[config.mk]
export PLATFORM = sky130hd
export DESIGN_NAME = wb_dest_router
export DESIGN_NICKNAME = d
export VERILOG_FILES = /design/src/rtl/wb_dest_router.sv
export SDC_FILE = /design/constraint.sdc
export NUM_CORES = 1
export LEC_CHECK = 0
export ABC_AREA = 1
export CAP_MARGIN = 10
export CORE_UTILIZATION = 36
export DETAILED_ROUTE_END_ITERATION = 6
export GPL_TIMING_DRIVEN = 0
export PLACE_DENSITY = 0.74
export SYNTH_ARGS = -nofsm -noshare
export SYNTH_HDL_FRONTEND = slang
export SYNTH_SLANG_ARGS = --single-unit
[constraint.sdc]
create_clock -name clk -period 1.1 [get_ports clk]
set_clock_uncertainty 0.15 [all_clocks]
set_input_delay 0.22 -clock clk [delete_from_list [all_inputs] [get_ports clk]]
set_output_delay 0.22 -clock clk [all_outputs]
set_load 0.01 [all_outputs]
[src/rtl/wb_dest_router.sv]
// Write-back router: steers the ALU result to reg A, reg B or data memory (req/ack), or drops it.
// Optional WB_TIMEOUT_EN macro aborts a memory write that waits TIMEOUT cycles without mem_ack.
module wb_dest_router #(
    parameter int unsigned WIDTH   = 8,
    parameter int unsigned TIMEOUT = 15
) (
    input  logic             clk,
    input  logic             rst_n,
    input  logic             wb_valid,
    input  logic [WIDTH-1:0] alu_out,
    input  logic [1:0]       dest_sel,
    input  logic [WIDTH-1:0] mem_addr_in,
    output logic             regA_we,
    output logic             regB_we,
    output logic [WIDTH-1:0] reg_wdata,
    output logic             mem_req,
    output logic [WIDTH-1:0] mem_addr,
    output logic [WIDTH-1:0] mem_wdata,
    input  logic             mem_ack,
    output logic             busy,
    output logic             wb_done,
    output logic             wb_err
);

    typedef enum logic {
        IDLE     = 1'b0,
        MEM_WAIT = 1'b1
    } state_t;

    state_t state;

    // A zero timeout would leave the wait counter with nothing to count to.
    if (TIMEOUT == 0) begin : g_bad_timeout
        $error("wb_dest_router: TIMEOUT must be at least 1");
    end

    assign busy = (state == MEM_WAIT);

`ifdef WB_TIMEOUT_EN
    localparam int unsigned CW = $clog2(TIMEOUT + 1);

    logic [CW-1:0] tcnt;
    logic          timeout_hit;

    // Counter holds the number of wait edges already seen without ack.
    assign timeout_hit = (tcnt == CW'(TIMEOUT - 1));
`else
    assign wb_err = 1'b0;
`endif

    always_ff @(posedge clk or negedge rst_n) begin
        if (!rst_n) begin
            state     <= IDLE;
            regA_we   <= 1'b0;
            regB_we   <= 1'b0;
            reg_wdata <= '0;
            mem_req   <= 1'b0;
            mem_addr  <= '0;
            mem_wdata <= '0;
            wb_done   <= 1'b0;
`ifdef WB_TIMEOUT_EN
            wb_err    <= 1'b0;
            tcnt      <= '0;
`endif
        end else begin
            regA_we <= 1'b0;
            regB_we <= 1'b0;
            wb_done <= 1'b0;
`ifdef WB_TIMEOUT_EN
            wb_err  <= 1'b0;
`endif
            case (state)
                IDLE: begin
                    if (wb_valid) begin
                        case (dest_sel)
                            2'b00: begin
                                regA_we   <= 1'b1;
                                reg_wdata <= alu_out;
                                wb_done   <= 1'b1;
                            end
                            2'b01: begin
                                regB_we   <= 1'b1;
                                reg_wdata <= alu_out;
                                wb_done   <= 1'b1;
                            end
                            2'b10: begin
                                mem_req   <= 1'b1;
                                mem_addr  <= mem_addr_in;
                                mem_wdata <= alu_out;
                                state     <= MEM_WAIT;
`ifdef WB_TIMEOUT_EN
                                tcnt      <= '0;
`endif
                            end
                            default: wb_done <= 1'b1;
                        endcase
                    end
                end
                MEM_WAIT: begin
                    // Ack takes priority over a timeout landing on the same edge.
                    if (mem_ack) begin
                        mem_req <= 1'b0;
                        wb_done <= 1'b1;
                        state   <= IDLE;
                    end
`ifdef WB_TIMEOUT_EN
                    else if (timeout_hit) begin
                        mem_req <= 1'b0;
                        wb_err  <= 1'b1;
                        state   <= IDLE;
                    end else begin
                        tcnt <= tcnt + CW'(1);
                    end
`endif
                end
            endcase
        end
    end

endmodule

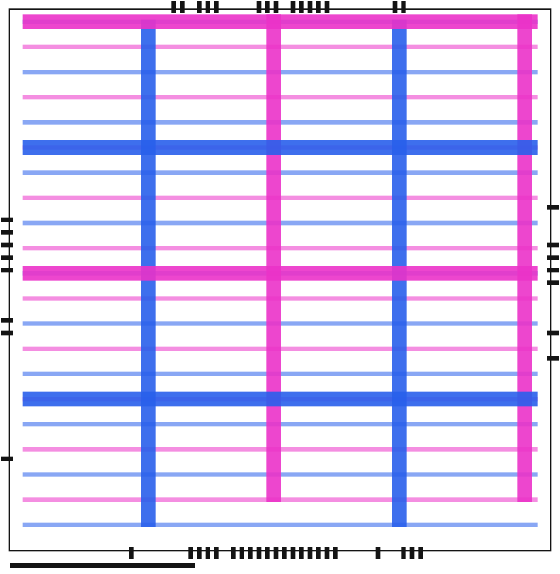
Figure 1: run 1, floorplan with the power grid.
Bar = 20 um. Pins as bars on the die edge.
VDD -> magenta
VSS -> blue
rows = 20
signal pins = 52
met1 rails = 21
met5 straps = 4
met4 straps = 4

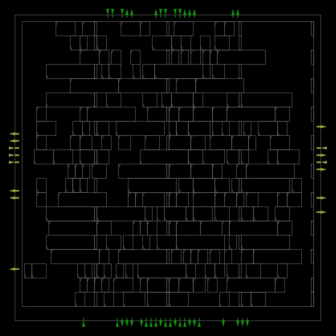
Figure 2: run 1, cell outlines without signal wires.
Core Rows: 20
tap cells: 44
filler-free cell count of the finished design: 247
fraction of the core area covered by cells at the end of the flow: 61.7%
share of the final layout cell area in sequential cells: 38.9%

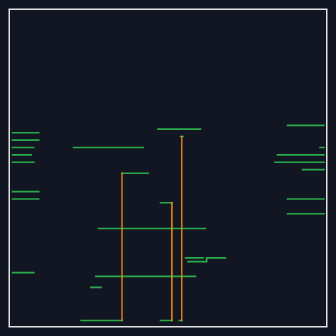
Figure 3: run 1, signal wires by layer.
Only two layers are drawn.
met4 -> orange  # wire length 83.0 um
met3 -> green  # wire length 165 um
vias: 1107
aggregate routed wire length: 3010 um

-- run 1: logic make-up (layout without fill, tap and decap cells) --
group / after synthesis / in the layout / synth area share [%]
other cells: 1 / 1 / 0.328
flops: 29 / 29 / 63.4
simple gates: 83 / 83 / 31.1
compound gates: 2 / 2 / 0.874
buf+inv: 8 / 88 / 4.26
-- run 1: repair_timing --
item | CTS | global route
buffers inserted | 12 | 9
pin swaps | 5 | 9
endpoints found under the setup margin | 86 | 58
resized | 133 | 19
gates cloned | 1 | 0
hold endpoints to repair | 29 | 29
-- run 1: critical path, delay by kind of cell, from the launching register on --
| kind | cells | cell delay (ns) |
|---|---|---|
| DFF | 1 | 0.41 |
| buffers and inverters | 2 | 0.27 |
| and+or+nand+nor | 4 | 0.34 |
==> results.txt, run 1 <==
The flow run is done. Summed over all combinational cells, the power is approximately 0.0009 W. Flop-to-flop setup slack landed at -0.19 ns. By instance count after routing, the leading logic cell type is sky130_fd_sc_hd__nand2_1. The cell sequence reported for the critical path is buf_6 > nor2_4 > nand2_4 > buf_6 > nand2_2 > nand2_2. According to the floorplan report, the total die area is roughly 3400 um^2. After layout, the worst setup slack is -0.194 ns. Effective utilization at floorplan landed at between 30% and 40%. Number of filler instances in the final layout landed at approximately 260. The clock network power reported by the tool is a little under 0.0006 W. Clock buffers in the final layout number 6. Per the breakdown, switching nets consume 31.0% of all power. Checking max transition, the worst relative margin is between 50% and 60%. Endpoints failing hold in the final report were tallied at 29. Per the final report, the share of cell area in clock cells is around 2.7%. The checks that failed: hold timing, setup timing.

The finished cells cover about 1900 um^2. The largest registers in the layout are mem_addr (8), mem_wdata (8), reg_wdata (8). Final setup violation count landed at between 50 and 60. Multi-input gate share of total cell area landed at roughly 23%.

Setup repair after global routing could not meet its margin everywhere. CTS placed an instance of sky130_fd_sc_hd__clkbuf_4 at the clock tree root. Routed length per instance landed at 12.2 um. After synthesis, the mean cell area works out to around 9.3 um^2. Layout buffering overhead excluding clock cells landed at 31.4%. In this design, the stage delay of the slowest critical-path cell is between 0.4 and 0.5 ns.

The run finished, with violations left. Routability-driven placement congestion ratio landed at just under 0.9. Counting instances in the post-synthesis netlist gives the leading cell types as 60 x sky130_fd_sc_hd__nand2_1, 29 x sky130_fd_sc_hd__dfrtp_1, 16 x sky130_fd_sc_hd__nand3_1, 4 x sky130_fd_sc_hd__inv_1. Instance area after placement landed at about 1700 um^2. The final layout reports a setup TNS of -7.77 ns. Pin count of the biggest net entering global routing landed at 30. Hold timing on the final database bottoms out at a slack of -0.121 ns. The area recorded from the Yosys report for this design is roughly 1100 um^2. In this run the top signal layer used is met4. After detailed routing, the number of vias per cell comes to ~4.5. Maximum fanout along the worst path landed at 6. In this run the horizontal extent of the chip is around 60 um. STA reports the tightest min-delay check as being of type input port to asynchronous set/reset pin. The detailed router put a total of 1280 um of wire on met1. Share of async-settable or async-resettable flops after synthesis landed at 100%. Max-capacitance violation count landed at 0. For this run, the top clock speed supported by timing is about 770 MHz. Looking at the clock tree report, the H-tree level count equals 2.

Top-area cell type share of the netlist area landed at between 60 and 70%. In this run the worst setup path terminates at mem_wdata[7]. The synthesis report lists the Yosys warning total as 0.
==> run 2: changes to the inputs <==
--- a/config.mk
+++ b/config.mk
@@ -8,3 +8,2 @@
 export ABC_AREA = 1
-export CAP_MARGIN = 10
 export CORE_UTILIZATION = 36
@@ -13,2 +12,3 @@
 export PLACE_DENSITY = 0.74
+export RECOVER_POWER = 100
 export SYNTH_ARGS = -nofsm -noshare
==> constraint.sdc (replaced) <==
create_clock -name clk -period 1.1 [get_ports clk]
set_clock_uncertainty 0.15 [all_clocks]
set_input_delay 0.11 -clock clk [delete_from_list [all_inputs] [get_ports clk]]
set_output_delay 0.11 -clock clk [all_outputs]
set_load 0.01 [all_outputs]
==> run 2 against run 1 <==
  * Register-to-register slack about the same
  * The run still ends with hold timing, setup timing left
  * Non-clock buffer count decreased by 2
  * Worst hold slack got worse by 0.11 ns
==> results.txt, run 2 <==
The flow run is done. Final hold analysis gives a worst-case slack of -0.233 ns. In this run the core area contains 20 standard-cell rows. The end-of-flow timing check tallies setup violations at between 40 and 50.

Setup repair after global routing could not meet its margin everywhere. Number of vias after detailed routing landed at ~1100. Worst-case setup margin in the final layout landed at -0.195 ns. The report lists the cells along the critical path as buf_6 > nor2_4 > nand2_4 > buf_6 > nand2_1 > nand2_1. The placement stage leaves a total instance area of between 1500 and 2000 um^2. The registers reported with the highest flop counts are mem_addr (8), mem_wdata (8), reg_wdata (8). Layout buffering overhead excluding clock cells landed at 30.8%. The run finished, with violations left. By count the netlist is led by 60 x sky130_fd_sc_hd__nand2_1, 29 x sky130_fd_sc_hd__dfrtp_1, 16 x sky130_fd_sc_hd__nand3_1, 4 x sky130_fd_sc_hd__inv_1. After detailed routing, the wire length on met1 is ~1300 um. The cell sitting at the root of the clock tree is a sky130_fd_sc_hd__clkbuf_4. The checks that failed: hold timing, setup timing. Number of warnings printed during yosys synthesis landed at 0.

In this run the maximum-capacitance check reported violations numbering 0. Multi-input gates account for 23.2% of the area. Routability-driven placement congestion ratio landed at approximately 0.87. Yosys chip area landed at 1140 um^2. The worst pin sits at a relative slew slack of approximately 53%.

Worst stage delay on the critical path landed at a little over 0.4 ns. The final timing report lists a hold violation count of 29. Routed signal wires occupy layers up through met4.

Counting only logic cells after layout, the most numerous master is sky130_fd_sc_hd__nand2_1. Before placement the cells fill between 30% and 40% of the core. Buffers inserted during post-CTS setup optimization landed at 11.
==> run 2: cell counts after synthesis <==
Identical to the previous run, type by type.
==> run 2: power by group <==
part	internal [W]	total [W]	switching [W]
Clock	0.000243	0.000595	0.000352
Sequential	0.00125	0.00135	0.000101
Combinational	0.000464	0.000889	0.000425
==> run 2: cells by family after synthesis <==
| group | count (synthesis) | share of synthesized area (%) |
|---|---|---|
| buffers and inverters | 8 | 4.26 |
| AOI/OAI and AO/OA | 2 | 0.874 |
| and+or+nand+nor | 83 | 31.1 |
| other | 1 | 0.328 |
| DFF | 29 | 63.4 |
==> run 2: worst max-delay path, delay by kind of cell, from the launching register on <==
family        cells  cell delay [ns]
buf+inv           2             0.28
simple gates      4             0.34
flops             1             0.41
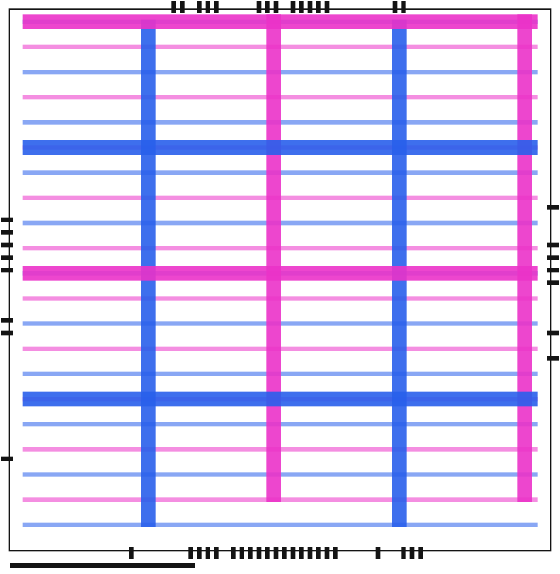
Figure 4: run 2, floorplan with the power grid.
Bar = 20 um. Pins as bars on the die edge.
VSS -> blue
VDD -> magenta
met1 rails = 21
met4 straps = 4
signal pins = 52
Max VDD drop: 0.000895 V
die extent in y: 58.4 um

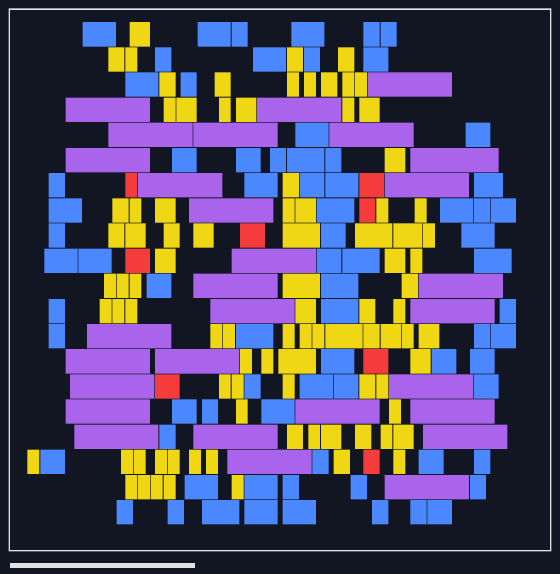
Figure 5: run 2, placed cells, one colour a class.
Bar = 20 um.
flip-flops -> purple  # cells 29, share of their area 41%
all other logic -> yellow  # cells 90, share of their area 25%
other buffers and delay cells -> blue  # cells 74, share of their area 32%
clock drivers and dummy loads -> red  # cells 8, share of their area 2.9%
post-route standard cell area excluding fillers: 1850 um^2
share of the final layout cell area in sequential cells: 39.4%
fraction of the core area covered by cells at the end of the flow: 61.0%
Placeable Area: 3030 um^2

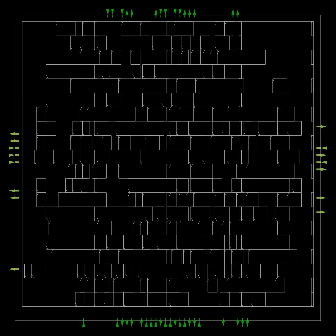
Figure 6: run 2, cell outlines without signal wires.
seq_cells: 29
Filler Cells Inserted: 266
filler-free cell count of the finished design: 245

Power is estimated from default activity; no workload was simulated.
